Figure 1. Metal 4.
Cells faint in the background.
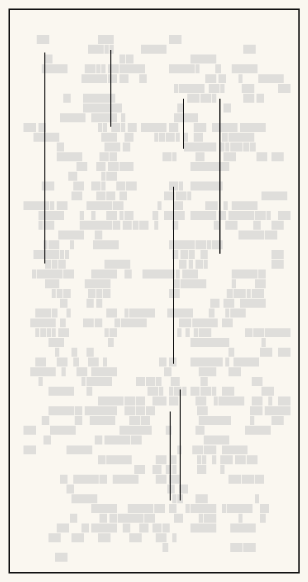
Figure 2. Signal wires by layer.
Only two layers are drawn.
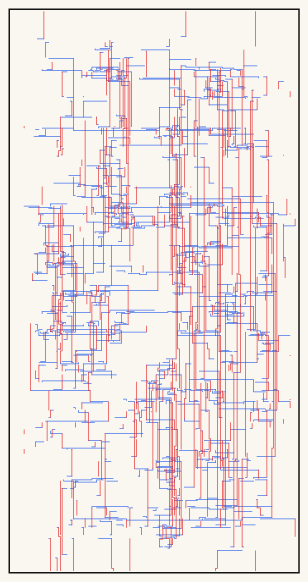
Figure 3. Layout detail.
Region (48, 27) to (73, 52) um. Cells in gray, sequential cells in the stronger gray; small squares are vias.
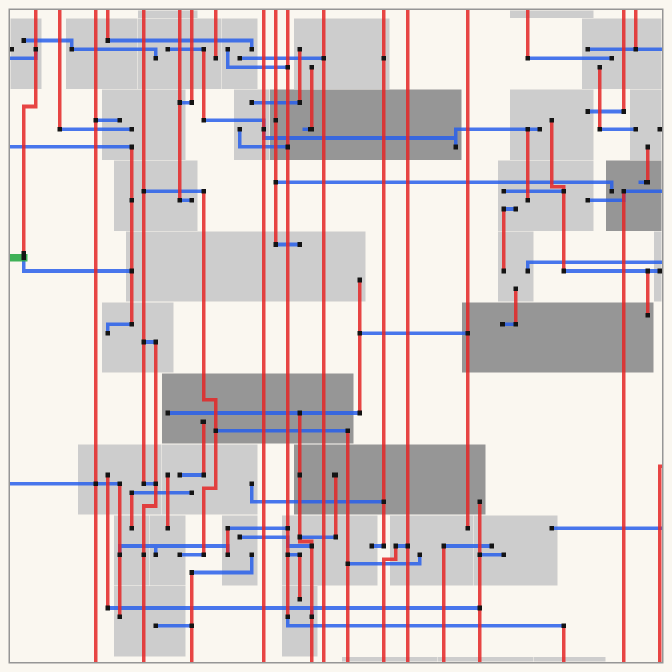
Figure 4. Routing congestion map.
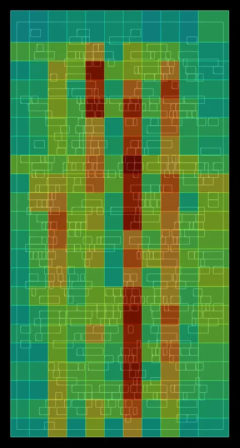
Figure 5. PDN straps and rails.
Bar = 20 um. Pins as bars on the die edge. Tap cells in gray.
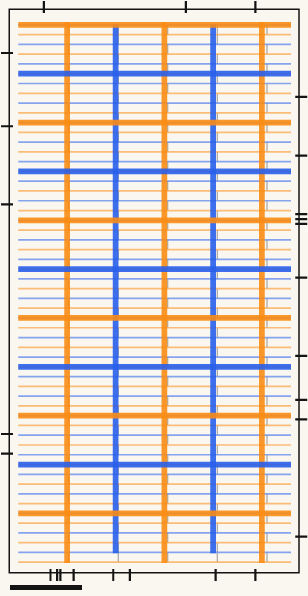
--- src/rtl/seg7_mux_reader_pkg.sv ---
// Segment code table, digit-enable indices and the frame record shared by the display reader.
package seg7_mux_reader_pkg;

    localparam logic [6:0] SEG_0     = 7'h3F;
    localparam logic [6:0] SEG_1     = 7'h06;
    localparam logic [6:0] SEG_2     = 7'h5B;
    localparam logic [6:0] SEG_3     = 7'h4F;
    localparam logic [6:0] SEG_4     = 7'h66;
    localparam logic [6:0] SEG_5     = 7'h6D;
    localparam logic [6:0] SEG_6     = 7'h7D;
    localparam logic [6:0] SEG_7     = 7'h07;
    localparam logic [6:0] SEG_8     = 7'h7F;
    localparam logic [6:0] SEG_9     = 7'h6F;
    localparam logic [6:0] SEG_6_ALT = 7'h7C;
    localparam logic [6:0] SEG_7_ALT = 7'h27;
    localparam logic [6:0] SEG_9_ALT = 7'h67;
    localparam logic [6:0] SEG_BLANK = 7'h00;

    localparam int DIG_UNITS = 0;
    localparam int DIG_TENS  = 1;

    typedef struct packed {
        logic [3:0] tens;
        logic       blank;
        logic [3:0] units;
    } frame_t;

    localparam frame_t FRAME_BLANK = '{tens: 4'd0, blank: 1'b1, units: 4'd0};

endpackage

--- src/rtl/seg7_to_bcd.sv ---
// Combinational segment-code to BCD decoder; zero latency, no flow control.
// Blank (all segments off) is reported as legal with blank set; the caller decides where it is allowed.
module seg7_to_bcd
    import seg7_mux_reader_pkg::*;
(
    input  logic [6:0] code,
    output logic       legal,
    output logic       blank,
    output logic [3:0] bcd
);

    always_comb begin
        legal = 1'b1;
        blank = 1'b0;
        bcd   = 4'd0;
        case (code)
            SEG_0:               bcd = 4'd0;
            SEG_1:               bcd = 4'd1;
            SEG_2:               bcd = 4'd2;
            SEG_3:               bcd = 4'd3;
            SEG_4:               bcd = 4'd4;
            SEG_5:               bcd = 4'd5;
            SEG_6, SEG_6_ALT:    bcd = 4'd6;
            SEG_7, SEG_7_ALT:    bcd = 4'd7;
            SEG_8:               bcd = 4'd8;
            SEG_9, SEG_9_ALT:    bcd = 4'd9;
            SEG_BLANK:           blank = 1'b1;
            default:             legal = 1'b0;
        endcase
    end

endmodule

--- src/rtl/seg7_mux_reader.sv ---
// Reads a two-digit multiplexed 7-seg bus back to BCD and publishes it after STABLE_FRAMES equal frames.
// Latency: 2 sync + SETTLE + frames + 2 regs; no backpressure, the display bus is free-running.
module seg7_mux_reader
    import seg7_mux_reader_pkg::*;
#(
    parameter int SETTLE        = 2,
    parameter int STABLE_FRAMES = 3,
    parameter int TIMEOUT       = 4096
) (
    input  logic       clk,
    input  logic       rst,
    input  logic [6:0] seg_in,
    input  logic [1:0] dig_en_in,
    input  logic       seg_inv,
    input  logic       dig_inv,
    output logic [3:0] digit1,
    output logic [3:0] digit10,
    output logic       blank10,
    output logic       valid,
    output logic       update,
    output logic       err_pattern,
    output logic       err_overlap
);

    localparam int PW = $clog2(SETTLE + 1) + 1;
    localparam int SW = $clog2(STABLE_FRAMES + 1);
    localparam int TW = $clog2(TIMEOUT + 1);

    logic [6:0]    seg_m, seg_q, seg_s;
    logic [1:0]    en_m, en_q, en_a, en_prev;
    logic [1:0]    fill;
    logic [PW-1:0] phase_cnt, cur_cnt, phase_nxt;
    logic          one_hot, overlap, do_sample, samp_units, samp_tens;
    logic          dec_legal, dec_blank;
    logic [3:0]    dec_bcd;
    logic          bad_code, close_ok, timeout_hit, pub_req;
    logic          tens_seen, tens_blank, frame_bad;
    logic [3:0]    tens_val;
    logic [SW-1:0] stab_cnt;
    logic [TW-1:0] to_cnt;
    frame_t        cand, pub, new_frame;

    // Sync flops come out of reset at zero, which reads as "all enabled" when dig_inv=1;
    // enables are masked until the synchronizer has been refilled with real bus values.
    assign seg_s = seg_q ^ {7{seg_inv}};
    assign en_a  = fill[1] ? (en_q ^ {2{dig_inv}}) : 2'b00;

    seg7_to_bcd u_dec (
        .code  (seg_s),
        .legal (dec_legal),
        .blank (dec_blank),
        .bcd   (dec_bcd)
    );

    always_comb begin
        one_hot    = ^en_a;
        overlap    = &en_a;
        cur_cnt    = (one_hot && en_a == en_prev) ? phase_cnt : '0;
        do_sample  = one_hot && (cur_cnt == PW'(SETTLE - 1));
        samp_units = do_sample && en_a[DIG_UNITS];
        samp_tens  = do_sample && en_a[DIG_TENS];
        phase_nxt  = '0;
        if (one_hot)
            phase_nxt = (cur_cnt == PW'(SETTLE)) ? cur_cnt : cur_cnt + PW'(1);

        // Blank is a legal tens code but never a legal units code.
        bad_code = (samp_units && (!dec_legal || dec_blank)) || (samp_tens && !dec_legal);
        close_ok = samp_units && dec_legal && !dec_blank && !frame_bad;

        new_frame.units = dec_bcd;
        new_frame.tens  = tens_seen ? tens_val : 4'd0;
        new_frame.blank = !tens_seen || tens_blank;

        timeout_hit = !samp_units && (to_cnt == TW'(TIMEOUT - 1));
        pub_req     = (stab_cnt == SW'(STABLE_FRAMES)) && (!valid || cand != pub);
    end

    always_ff @(posedge clk) begin
        if (rst) begin
            seg_m       <= '0;
            seg_q       <= '0;
            en_m        <= '0;
            en_q        <= '0;
            fill        <= '0;
            en_prev     <= '0;
            phase_cnt   <= '0;
            err_pattern <= 1'b0;
            err_overlap <= 1'b0;
            tens_seen   <= 1'b0;
            tens_blank  <= 1'b0;
            tens_val    <= '0;
            frame_bad   <= 1'b0;
            to_cnt      <= '0;
            stab_cnt    <= '0;
            cand        <= FRAME_BLANK;
            pub         <= FRAME_BLANK;
            valid       <= 1'b0;
            update      <= 1'b0;
        end else begin
            seg_m       <= seg_in;
            seg_q       <= seg_m;
            en_m        <= dig_en_in;
            en_q        <= en_m;
            fill        <= {fill[0], 1'b1};
            en_prev     <= en_a;
            phase_cnt   <= phase_nxt;
            err_pattern <= bad_code;
            err_overlap <= overlap;

            // Frame assembly: a tens sample waits for the next units sample to close the frame.
            if (overlap) begin
                frame_bad <= 1'b1;
                tens_seen <= 1'b0;
            end else if (samp_tens) begin
                if (!dec_legal) begin
                    frame_bad <= 1'b1;
                end else begin
                    tens_seen  <= 1'b1;
                    tens_val   <= dec_bcd;
                    tens_blank <= dec_blank;
                end
            end else if (samp_units) begin
                tens_seen <= 1'b0;
                frame_bad <= 1'b0;
            end

            if (samp_units)
                to_cnt <= '0;
            else if (to_cnt != TW'(TIMEOUT))
                to_cnt <= to_cnt + TW'(1);

            if (timeout_hit || bad_code) begin
                stab_cnt <= '0;
            end else if (close_ok) begin
                if (new_frame == cand) begin
                    if (stab_cnt != SW'(STABLE_FRAMES))
                        stab_cnt <= stab_cnt + SW'(1);
                end else begin
                    cand     <= new_frame;
                    stab_cnt <= SW'(1);
                end
            end

            update <= pub_req && !timeout_hit;
            if (timeout_hit) begin
                valid <= 1'b0;
            end else if (pub_req) begin
                valid <= 1'b1;
                pub   <= cand;
            end
        end
    end

    assign digit1  = pub.units;
    assign digit10 = pub.tens;
    assign blank10 = pub.blank;

endmodule

--- config.mk ---
export PLATFORM = sky130hd
export DESIGN_NAME = seg7_mux_reader
export DESIGN_NICKNAME = d
export VERILOG_FILES = /design/src/rtl/seg7_mux_reader_pkg.sv /design/src/rtl/seg7_to_bcd.sv /design/src/rtl/seg7_mux_reader.sv
export SDC_FILE = /design/constraint.sdc
export NUM_CORES = 1
export LEC_CHECK = 0
export CORE_ASPECT_RATIO = 2
export CORE_MARGIN = 2
export CORE_UTILIZATION = 28
export CTS_CLUSTER_DIAMETER = 120
export DETAILED_ROUTE_END_ITERATION = 16
export GPL_ROUTABILITY_DRIVEN = 0
export PLACE_DENSITY_LB_ADDON = 0.05
export REMOVE_ABC_BUFFERS = 1
export SLEW_MARGIN = 40
export SYNTH_ARGS = -nofsm -noshare
export SYNTH_HDL_FRONTEND = slang
export SYNTH_HIERARCHICAL = 1
export SYNTH_SLANG_ARGS = --single-unit
--- constraint.sdc ---
create_clock -name clk -period 3.9 [get_ports clk]
set_clock_uncertainty 0.15 [all_clocks]
set_input_delay 0.39 -clock clk [delete_from_list [all_inputs] [get_ports clk]]
set_output_delay 0.39 -clock clk [all_outputs]
set_load 0.01 [all_outputs]
==> flow.log <==
[flow] summary of implementation run
[metrics] Inst Count DP: 539
[metrics] Max H-tree Level: 3
[metrics] clock input transition at the sequential cells of the worst setup and hold paths: 0.05 ns
[metrics] worst hold path cell count: 1
[metrics] Initial DRC Count: 55
[metrics] overall die height: 156 um
[metrics] data arrival at the endpoint of the critical path: 3.62 ns
[metrics] final critical path time including I/O delays and setup: 3.51 ns
[metrics] slew at the pin closest to its max-slew limit: 0.626 ns
[metrics] number of input and output port buffers inserted: 25
[metrics] destination of the worst hold path: seg_q[6]
[metrics] TritonRoute pass-1 iters: 4
[metrics] Tot Pwr: 1.78 mW
[metrics] category of the worst setup path launch point: primary input
[metrics] Core Util at FP: 28.7%
[metrics] crit path max fanout: 7
[metrics] share of post-route cells with drive strength above 1: 13.3%
[metrics] synthesized netlist cell count: 359
[metrics] Yosys top cell by area: dfxtp_1
[metrics] flip-flops with a built-in enable: 0
[metrics] startpoint-to-endpoint class of the critical path: primary input to flip-flop
[metrics] maximum clock frequency: 285 MHz
[metrics] endpoint kind of the worst setup timing path: flip-flop
[metrics] buffers inserted by post-CTS timing repair: 0
[metrics] unrepaired setup endpoints after global routing: no
[metrics] number of endpoints failing setup at the final stage: 0
[metrics] Chip Footprint: 12600 um2
[metrics] total tool warning count: 28
[metrics] share of Yosys cell area claimed by the top area cell type: 42.4%
[metrics] total power per unit cell area: 428 nW/um2
[metrics] data required time at the worst endpoint: 4.01 ns
[metrics] VDD IR-drop max: 220 uV
[metrics] post-placement worst setup slack: 0.00496 ns
[metrics] post-synthesis cell count from yosys: 359
[metrics] maximum buffer depth of the clock tree: 2
[metrics] top cells by instance count after synthesis: 69 x dfxtp_1, 40 x nor2_1, 30 x xor2_1
[metrics] buffers plus inverters on the worst setup path: 2
[metrics] largest net degree at the start of global routing: 41
[metrics] proportion of register bits with asynchronous set or reset after synthesis: 0%
[metrics] Final Hold Fails: 0
[metrics] most crowded layer after global routing: met2
[metrics] synth top area cells: dfxtp_1 42%, xor2_1 8.1%, mux2i_1 6.8%, nor2_1 4.6%, nor2b_1 4.2%
[metrics] final-stage net count: 428
[metrics] row count: 55
[metrics] ANT cells: 0
[metrics] Largest stage delay, worst path: 0.52 ns
[metrics] reg-to-reg setup timing slack: 0.74 ns
[metrics] post-CTS resize count: 0
[metrics] via/cell ratio: 4.76
[metrics] result of the run: finished, final reports clean
[metrics] antenna violations before repair: 0
[metrics] P_leak: 1.65 nW
[metrics] register share after synthesis: 42.4%
[metrics] source of the worst register-to-register timing path: seg_q[0]
[metrics] path category of the worst min-delay check: flip-flop to flip-flop
[metrics] number of cells traversed by the worst register-to-register path: 10
[metrics] clock latency on the worst-skew pair: 0.33 ns
[metrics] TritonCTS clock tree: built
[metrics] count leader, synth: dfxtp_1
[metrics] Area Overhead vs Synth: 28.2%
[metrics] reg-to-reg critical path endpoint: stab_cnt[1]
[metrics] Max Cap Viol: 0
[metrics] first-pass GRT wire length: 12400 um
[metrics] cts bufs inserted: 9
[metrics] final-layout worst hold slack: 0.284 ns
[metrics] relative max-transition margin: 58.1%
[metrics] worst path setup slack after routing: 0.394 ns
[metrics] cell family with the largest share of critical-path delay: simple AND/OR/NAND/NOR gates
[metrics] hold_sp: seg_m[6]
[metrics] hold buffer count at CTS: 0
[metrics] count of non-filler cells in the finished layout: 555
[metrics] detailed-placement wirelength estimate: 5740 um
[metrics] final global-route overflow total: 0
[metrics] final cycle utilization of the critical path: 89.9%
[metrics] sum of negative setup slack: 0 ns
[metrics] post-synthesis cell area: 3250 um2
[metrics] I/O pin count: 26
[metrics] DR DRC count: 0
[metrics] post-synthesis chip area from yosys: 3250 um2
[metrics] Cell Chain, Critical Path: clkdlybuf4s50_1 > buf_4 > xor2_1 > or4_1 > a211o_1 > o211ai_1 > xor2_1 > nor4_1 > nand2_1 > or3_1 > or3_1 > a21oi_1
[metrics] die width: 80.2 um
[metrics] remaining antenna violation count after routing: 0
[metrics] CTS sink count: 69
[metrics] Synth flops: 69
[metrics] Floorplan Core Area: 11400 um2
[metrics] Slew Limit Fails: 0
[metrics] yosys synthesis warning count: 6
[metrics] clock root buffer: clkbuf_16
[metrics] via count of the first global-routing pass: 2593
[metrics] average size of a mapped cell: 9.07 um2
[metrics] dominant register cell in the synthesized netlist: dfxtp_1
[metrics] slowest CP cell: or4_1
[metrics] count of cell types in the netlist: 52
Notes on Figure 1 above:
main direction	vertical
longest straight run	58.5 um
share of all routed wire	3.2%
wire length on this layer	240 um

Notes on Figure 2 above:
layer	color	wire length
M2	red	4360 um
M1	blue	2770 um
via total after detailed routing: 2643
detailed-route wire length: 7580 um
GRT Total Usage: 13.2%

Notes on Figure 3 above:
layer	color
M3	green
M2	red
M1	blue
cells with their middle in the window	29
sequential cells in the window	4
netlist names of flops here include	`cand` (3), `digit1` (1)
most frequent	xor2_1 (7), nand2_1 (7), mux2i_1 (5)

Notes on Figure 4 above:
Util after Layout: 36.7%
global routing met2 resource utilization: 25.9%
GRT met3 Usage: 3.69%
average detailed-routed wire length per instance: 13.7 um
met1 usage: 11.5%

Notes on Figure 5 above:
net	color
VSS	orange
VDD	blue
signal pins	26
tap cells	142
rows	55

where the power goes:
part,switching (mW),internal [mW],leakage (nW)
logic,0.0641,0.0620,0.920
clock network,0.290,0.641,0.167
registers,0.00770,0.719,0.561
worst max-delay path by stage:
stage,from,to,slack [ns],cells past startpoint
6_report,seg_inv,stab_cnt[1],0.39,12
5_1_grt,seg_inv,stab_cnt[1],0.12,12
4_1_cts,seg_inv,cand[7],0.36,12
3_5_place_dp,seg_inv,cand[7],0.005,12
3_3_place_gp,seg_inv,cand[1],-0.06,12
2_1_floorplan,dig_inv,cand[0],0.63,12
routing by layer:
metal	part of all wire (%)	vias up
li1	-	1332
met1	37	1249
met2	57	46
met3	2.7	16
met4	3.2	0
met5	0	-
cells by family after synthesis:
group | share of synthesized area, %
simple gates | 25.3
xor+xnor | 10.5
flops | 42.4
buf+inv | 3.69
fa+ha+maj | 2.69
compound gates | 8.23
mux | 7.11
stage by stage:
stage	utilization [%]	area [um2]
2_1_floorplan	-	3180
3_3_place_gp	33.7	3830
3_5_place_dp	33.7	3830
4_1_cts	36.7	4170
5_1_grt	36.7	4170
6_report	36.7	4170
placed cells by master, fill, tap and decap left out, drive strengths merged, types with 11 or more instances in the layout:
master,instances
dfxtp,69
mux2i,22
inv,11
clkbuf,12
clkdlybuf4s50,24
xor2,30
nor2,40
nand3,14
a21oi,11
buf,30
nor2b,22
nand2,28
worst reg2reg max path: cells and delay by family (launching register included):
kind	cells	cell delay (ns)
AND-OR/OR-AND	3	0.61
XOR/XNOR	2	0.25
AND/OR/NAND/NOR	5	1.77
flip-flops	1	0.30
state kept, by name, indices dropped and copies added, names as in the netlist, 3 cells and up:
register / flops
cand: 9
digit1: 4
digit10: 4
phase_cnt: 3
seg_m: 7
seg_q: 7
tens_val: 4
to_cnt: 13
final cells by class:
type / instances / area [um2]
fill: 1188 / 7180
inverter: 11 / 41.3
tap: 142 / 178
sequential: 69 / 1380
multi-input combinational: 263 / 1760
clock inverter: 4 / 95.1
timing repair buffer: 54 / 475
clock buffer: 12 / 246
Power figures rest on the tool's default switching activity, not on a simulated workload.
